### src/rtl/match_pkg.sv
// Shared types and helpers for the match scoreboard: FSM state encoding,
// two-digit BCD score type with saturating increment, and the mm:ss
// countdown type with its BCD decrement.
package match_pkg;

  typedef enum logic [1:0] {
    IDLE  = 2'd0,
    RUN   = 2'd1,
    PAUSE = 2'd2,
    DONE  = 2'd3
  } match_state_t;

  // {tens, ones}
  typedef logic [7:0] bcd2_t;

  typedef struct packed {
    logic [3:0] min10;
    logic [3:0] min1;
    logic [3:0] sec10;
    logic [3:0] sec1;
  } mmss_t;

  // BCD +1 that sticks at 99
  function automatic bcd2_t bcd_inc_sat(input bcd2_t v);
    bcd2_t r;
    if (v == 8'h99)             r = v;
    else if (v[3:0] == 4'd9)    r = {v[7:4] + 4'd1, 4'd0};
    else                        r = {v[7:4], v[3:0] + 4'd1};
    return r;
  endfunction

  function automatic bcd2_t to_bcd2(input int unsigned n);
    return {4'((n / 10) % 10), 4'(n % 10)};
  endfunction

  function automatic mmss_t to_mmss(input int unsigned s);
    mmss_t r;
    r.min10 = 4'((s / 60) / 10);
    r.min1  = 4'((s / 60) % 10);
    r.sec10 = 4'((s % 60) / 10);
    r.sec1  = 4'(s % 10);
    return r;
  endfunction

  // One-second BCD decrement; the caller never passes 00:00
  function automatic mmss_t mmss_dec(input mmss_t t);
    mmss_t r;
    r = t;
    if (t.sec1 != 4'd0) begin
      r.sec1 = t.sec1 - 4'd1;
    end else begin
      r.sec1 = 4'd9;
      if (t.sec10 != 4'd0) begin
        r.sec10 = t.sec10 - 4'd1;
      end else begin
        r.sec10 = 4'd5;
        if (t.min1 != 4'd0) begin
          r.min1 = t.min1 - 4'd1;
        end else begin
          r.min1  = 4'd9;
          r.min10 = t.min10 - 4'd1;
        end
      end
    end
    return r;
  endfunction

endpackage

### src/rtl/hit_debounce.sv
// One IR sensor channel: 2-flop synchroniser, debounce counter that accepts a
// new level after DEBOUNCE_CYCLES consecutive differing samples, and a
// registered one-cycle pulse on each accepted rising edge.
module hit_debounce
  import match_pkg::*;
#(
  parameter int DEBOUNCE_CYCLES = 1_000_000
) (
  input  logic clk_100MHz,
  input  logic reset,
  input  logic ir_hit,
  output logic hit_pulse
);

  localparam int CW = $clog2(DEBOUNCE_CYCLES + 1);

  logic          sync1;
  logic          sync2;
  logic          level;
  logic          level_d;
  logic [CW-1:0] cnt;

  // Synchronise, filter, and turn accepted rises into a single pulse
  always_ff @(posedge clk_100MHz) begin
    if (reset) begin
      sync1     <= 1'b0;
      sync2     <= 1'b0;
      level     <= 1'b0;
      level_d   <= 1'b0;
      cnt       <= '0;
      hit_pulse <= 1'b0;
    end else begin
      sync1     <= ir_hit;
      sync2     <= sync1;
      level_d   <= level;
      hit_pulse <= level & ~level_d;
      if (sync2 != level) begin
        if (cnt == CW'(DEBOUNCE_CYCLES - 1)) begin
          level <= sync2;
          cnt   <= '0;
        end else begin
          cnt <= cnt + CW'(1);
        end
      end else begin
        cnt <= '0;
      end
    end
  end

endmodule

### src/rtl/match_scoreboard.sv
// N-player Pong scoring and match-result engine. Debounced sensor hits bump
// per-player BCD scores while the match runs; the match ends on WIN_SCORE or,
// when built with MATCH_TIMER_EN, on countdown expiry, and the result is
// resolved to a one-hot winner or a tie. state_dbg mirrors the FSM state.
module match_scoreboard
  import match_pkg::*;
#(
  parameter int N_PLAYERS       = 2,
  parameter int WIN_SCORE       = 7,
  parameter int DEBOUNCE_CYCLES = 1_000_000,
  parameter int CLK_HZ          = 100_000_000,
  parameter int MATCH_SECONDS   = 120
) (
  input  logic                   clk_100MHz,
  input  logic                   reset,
  input  logic                   enable,
  input  logic [N_PLAYERS-1:0]   ir_hit,
  output logic [8*N_PLAYERS-1:0] score_bcd,
  output logic [15:0]            time_left_bcd,
  output logic                   running,
  output logic                   done,
  output logic [N_PLAYERS-1:0]   winner,
  output logic                   tie,
  output logic [1:0]             state_dbg
);

  if (N_PLAYERS < 2 || N_PLAYERS > 8 || WIN_SCORE < 1 || WIN_SCORE > 99 ||
      DEBOUNCE_CYCLES < 1 || CLK_HZ < 1 || MATCH_SECONDS < 1 ||
      MATCH_SECONDS > 5999) begin : g_param_check
    $error("match_scoreboard: parameter out of range");
  end

  localparam bcd2_t WIN_BCD = to_bcd2(WIN_SCORE);

  match_state_t         state;
  logic [N_PLAYERS-1:0] hit;
  bcd2_t                score_q [N_PLAYERS];
  logic [N_PLAYERS-1:0] thr_mask;
  logic                 thr_any;
  logic                 time_zero;
  logic                 count_en;

  for (genvar g = 0; g < N_PLAYERS; g++) begin : g_deb
    hit_debounce #(.DEBOUNCE_CYCLES(DEBOUNCE_CYCLES)) u_deb (
      .clk_100MHz (clk_100MHz),
      .reset      (reset),
      .ir_hit     (ir_hit[g]),
      .hit_pulse  (hit[g])
    );
  end

  // Players currently sitting on the winning score
  always_comb begin
    thr_mask = '0;
    for (int i = 0; i < N_PLAYERS; i++) begin
      thr_mask[i] = (score_q[i] == WIN_BCD);
    end
  end

  assign thr_any = |thr_mask;
  // Once an end condition is visible nothing else may move before DONE
  assign count_en = (state == RUN) && !thr_any && !time_zero;

  // Flatten scores onto the output bus
  always_comb begin
    score_bcd = '0;
    for (int i = 0; i < N_PLAYERS; i++) begin
      score_bcd[8*i +: 8] = score_q[i];
    end
  end

  // Score every debounced hit that lands while the match is live
  always_ff @(posedge clk_100MHz) begin
    if (reset) begin
      for (int i = 0; i < N_PLAYERS; i++) score_q[i] <= '0;
    end else begin
      for (int i = 0; i < N_PLAYERS; i++) begin
        if (count_en && hit[i]) score_q[i] <= bcd_inc_sat(score_q[i]);
      end
    end
  end

`ifdef MATCH_TIMER_EN
  localparam int    PW        = $clog2(CLK_HZ + 1);
  localparam mmss_t TIME_INIT = to_mmss(MATCH_SECONDS);

  logic [PW-1:0]        presc;
  logic                 tick;
  mmss_t                time_q;
  bcd2_t                max_v;
  logic [N_PLAYERS-1:0] max_mask;

  assign time_zero     = (time_q == '0);
  assign time_left_bcd = time_q;

  // Highest score and which players hold it, for timeout resolution
  always_comb begin
    max_v    = '0;
    max_mask = '0;
    for (int i = 0; i < N_PLAYERS; i++) begin
      if (score_q[i] > max_v) max_v = score_q[i];
    end
    for (int i = 0; i < N_PLAYERS; i++) begin
      max_mask[i] = (score_q[i] == max_v);
    end
  end

  // Prescaler advances only in RUN; a tick decrements time one cycle later
  always_ff @(posedge clk_100MHz) begin
    if (reset) begin
      presc  <= '0;
      tick   <= 1'b0;
      time_q <= TIME_INIT;
    end else begin
      tick <= 1'b0;
      if (count_en) begin
        if (presc == PW'(CLK_HZ - 1)) begin
          presc <= '0;
          tick  <= 1'b1;
        end else begin
          presc <= presc + PW'(1);
        end
      end
      if (tick && !time_zero) time_q <= mmss_dec(time_q);
    end
  end
`else
  logic [N_PLAYERS-1:0] max_mask;

  assign time_zero     = 1'b0;
  assign time_left_bcd = 16'h0000;
  assign max_mask      = '0;
`endif

  assign state_dbg = state;

  // Match FSM with registered status and result outputs
  always_ff @(posedge clk_100MHz) begin
    if (reset) begin
      state   <= IDLE;
      running <= 1'b0;
      done    <= 1'b0;
      winner  <= '0;
      tie     <= 1'b0;
    end else begin
      case (state)
        IDLE: begin
          if (enable) begin
            state   <= RUN;
            running <= 1'b1;
          end
        end
        RUN: begin
          if (thr_any) begin
            state   <= DONE;
            running <= 1'b0;
            done    <= 1'b1;
            if ($onehot(thr_mask)) winner <= thr_mask;
            else                   tie    <= 1'b1;
          end else if (time_zero) begin
            state   <= DONE;
            running <= 1'b0;
            done    <= 1'b1;
            if ($onehot(max_mask)) winner <= max_mask;
            else                   tie    <= 1'b1;
          end else if (!enable) begin
            state   <= PAUSE;
            running <= 1'b0;
          end
        end
        PAUSE: begin
          if (enable) begin
            state   <= RUN;
            running <= 1'b1;
          end
        end
        default: begin
          state <= DONE;
        end
      endcase
    end
  end

endmodule

### config.mk
export PLATFORM = sky130hd
export DESIGN_NAME = match_scoreboard
export DESIGN_NICKNAME = d
export VERILOG_FILES = /design/src/rtl/match_pkg.sv /design/src/rtl/hit_debounce.sv /design/src/rtl/match_scoreboard.sv
export SDC_FILE = /design/constraint.sdc
export NUM_CORES = 1
export LEC_CHECK = 0
export ABC_AREA = 1
export CORE_ASPECT_RATIO = 1.25
export CORE_UTILIZATION = 55
export DETAILED_ROUTE_END_ITERATION = 8
export PLACE_DENSITY = 0.79
export SKIP_LAST_GASP = 1
export SLEW_MARGIN = 20
export SYNTH_ARGS = -nofsm -noshare
export SYNTH_HDL_FRONTEND = slang
export SYNTH_SLANG_ARGS = --single-unit
### constraint.sdc
create_clock -name clk_100MHz -period 2.8 [get_ports clk_100MHz]
set_clock_uncertainty 0.15 [all_clocks]
set_input_delay 0.28 -clock clk_100MHz [delete_from_list [all_inputs] [get_ports clk_100MHz]]
set_output_delay 0.28 -clock clk_100MHz [all_outputs]
set_load 0.03 [all_outputs]
PDN straps and rails:
Scale bar: 20 µm. Pins as bars on the die edge.
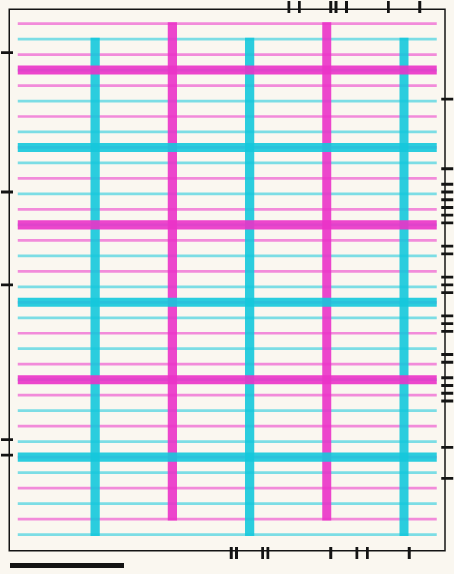
cyan -> VSS
magenta -> VDD
met4 straps = 5
met1 rails = 34
signal pins = 44
core area: 6606 µm²
Die Wd: 76.30 µm

The metal 3 layer:
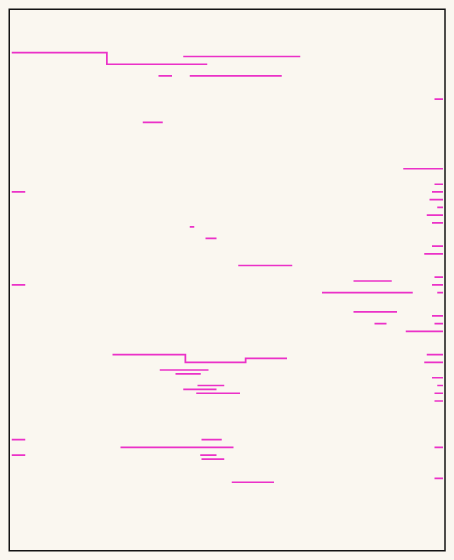
nets with wire on the layer = 42
main direction = horizontal
longest straight run = 20.2 µm
wire length on this layer = 273 µm
Total Routed Length: 7004 µm
Vias: 3093
met3 Resource Use GR: 5.314%

Clock wiring as the flow saved it:
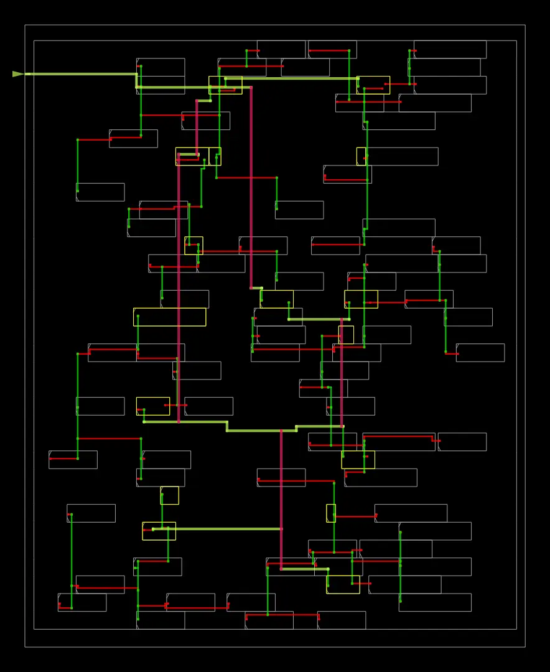
Clock Latency Late Sink: 0.36 ns
CLK BUF: 11

Signal wires by layer:
Scale bar: 20 µm. Only two layers are drawn.
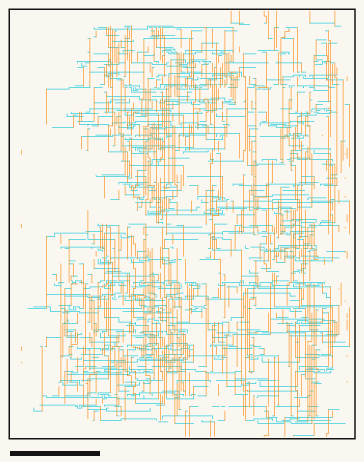
cyan -> M1  # wire length 3020 µm
orange -> M2  # wire length 3550 µm
GRT Overall Usage: 21.22%
wire per inst: 11.14 µm

==> out/metrics.cfg <==
[drt]
drtIter0Drc = 119
postRouteAntennaNets = 0
dr.pass1.iters = 4
vias_per_cell = 4.917
drcViolationCount = 0

[clock_tree]
cts_root_buffer = clkbuf_8
cts.hold.buffers_added = 0
h-tree-depth = 3
cts_resized = 0
clockBufferDepth = 2
clock-sinks = 73
cts_tree = built
post_cts_buffers = 0
cts_made_buffers = 9
clk_pin_slew_ns = 0.08

[final_timing]
min_period_over_period_pct = 92.75
timing.final.crit_period_ns = 2.597
setup_viol = 0
hold_viol = 0
slew_violations = 0
rsz0062_at_grt = no
max_freq_mhz = 385.1
setup_tns_ns = 0

[synthesis]
edf_count = 16
synth_cell_types = 33
numSynthFlops = 73
yosys-stat-area_um2 = 3795
syn-cell-area_um2 = 3795
async_flop_share_pct = 0
avgSynthCellArea_um2 = 7.545
synth_top_area_share_pct = 30.07
top_cells_by_area = dfxtp_1 (30%), edfxtp_1 (13%), nor2_1 (11%)
yosysWarningCount = 0
ff_type = dfxtp_1
synthCells = 503
yosys_cells = 503
yosysTopAreaCell = dfxtp_1
ys_seq_share_pct = 42.73

[critical_path]
critPathArrivalTime_ns = 2.51
worstPathMaxFanout = 6
required_ns = 2.71
critPathKind = reg -> reg
cp-end-kind = flop
worstSetupStartpointType = flop

[pwr]
ir_drop_uv = 247.9
power.total_w = 0.002020
leakagePower_nw = 1.517
power.density_nw_per_um2 = 473.3

[flow_run]
maxCapViolations = 0
tool_warnings = 33

[global_routing]
grt_pass1_vias = 2909
grt_max_degree = 21
grt_overflow = 0
grt_pass1_wl_um = 12140
antenna_found_initial = 0

[die]
initCoreUtil_pct = 57.44
die-area_um2 = 7238
boundaryPins = 44
floorplan.rows = 33

[final_layout]
syn2layout_area_growth_pct = 12.46
design_area_um2 = 4268
lay_top_count = nor2_1
fin_nets = 556
n_antenna_cell = 0
lay_top_cells = nor2_1 (111), nand2_1 (92), inv_1 (62)
post_route_cells_drive_above_1_share_pct = 7.380

[worst_hold_path]
hold_path.class = reg -> reg

[placement]
gp_congestion = 0.8749
io_buffers = 27
placed_area_um2 = 4080
hpwl_um = 5261

[outcome]
status = completed

path summary, 6_finish.rpt:
check	start	endpoint	slack [ns]	cells after the start
worst max-delay path	score_q[0][12]$_SDFFCE_PP0P_	score_q[0][5]$_SDFFCE_PP0P_	0.20	12
worst min-delay path	g_deb[1].u_deb.level_d$_SDFF_PP0_	g_deb[1].u_deb.hit_pulse$_SDFF_PP0_	0.24	1
worst max register to register	score_q[0][12]$_SDFFCE_PP0P_	score_q[0][5]$_SDFFCE_PP0P_	0.20	12
worst min register to register	g_deb[1].u_deb.level_d$_SDFF_PP0_	g_deb[1].u_deb.hit_pulse$_SDFF_PP0_	0.24	1
per-stage QoR:
step                      util (%)  cells  hold WS (ns)  worst slack [ns]
after floorplan                  -    518        0.2077            0.3939
after global placement       61.76    613        0.2268            0.3656
after detailed placement     61.76    613        0.2347            0.2149
after CTS                    64.60    629        0.2443            0.2033
after global routing         64.60    629        0.2679          0.005544
final                        64.60    629        0.2382            0.2031
state kept, by name (all words and copies together) (netlist names), 2 cells and up:
register and cells:
g_deb.u_deb.cnt 40, g_deb.u_deb.level_d 2, g_deb.u_deb.level 2, score_q 16, state_dbg 2, g_deb.u_deb.sync2 2, g_deb.u_deb.sync1 2, winner 2
g_deb.u_deb.hit_pulse 2
per-layer routing:
metal | global-route usage [%] | routed length [µm]
met1 | 23.85 | 3022
met2 | 37.46 | 3552
met3 | 5.314 | 272
met4 | 10.74 | 155
met5 | 0 | 0
kinds of logic after synthesis:
logic type	share of synthesized area [%]
buf+inv	10.58
flops	42.73
fa+ha+maj	4.616
xor+xnor	5.308
compound gates	5.869
simple gates	30.79
other cells	0.09882
area by class of cell:
cell class / count / area, µm²
fillers: 563 / 2338
multi-input cells: 360 / 1828
flip-flops and latches: 73 / 1622
repair buffers: 28 / 277.8
inverters: 65 / 244.0
clock buffers: 11 / 131.4
well taps: 87 / 108.9
clock inverters: 5 / 56.30
synthesized netlist by cell type, types with 3 or more instances:
library cell and count:
o21ai_0 11, nor2_4 5, a21oi_1 19, xnor2_1 10, inv_2 3, nand2_2 6, buf_6 3, xor2_1 13
nand4_1 6, nor3_1 3, nand3_1 31, or2_0 3, ha_1 14, nor2_1 111, edfxtp_1 16, buf_4 16
nand2_1 92, inv_1 62, dfxtp_1 57, a21oi_2 5
worst max-delay path: stages, from the launching register on:
cell and delay (ns):
edfxtp_1 0.49, inv_1 0.11, ha_1 0.14, nor3b_1 0.23, nand3_1 0.18, ha_1 0.29, nand2_2 0.11, nor2_1 0.05
nor2_1 0.18, nor2_4 0.08, nand2_2 0.10, nand2_1 0.06, inv_1 0.13
power breakdown:
part | internal [W] | total [W] | switching (W)
registers | 0.00109 | 0.00110 | 0.0000137
clock network | 0.000411 | 0.000795 | 0.000385
logic | 0.0000376 | 0.000124 | 0.0000868
total | 0.00153 | 0.00202 | 0.000485
No activity file was given, so power comes from the tool's default toggle rates.
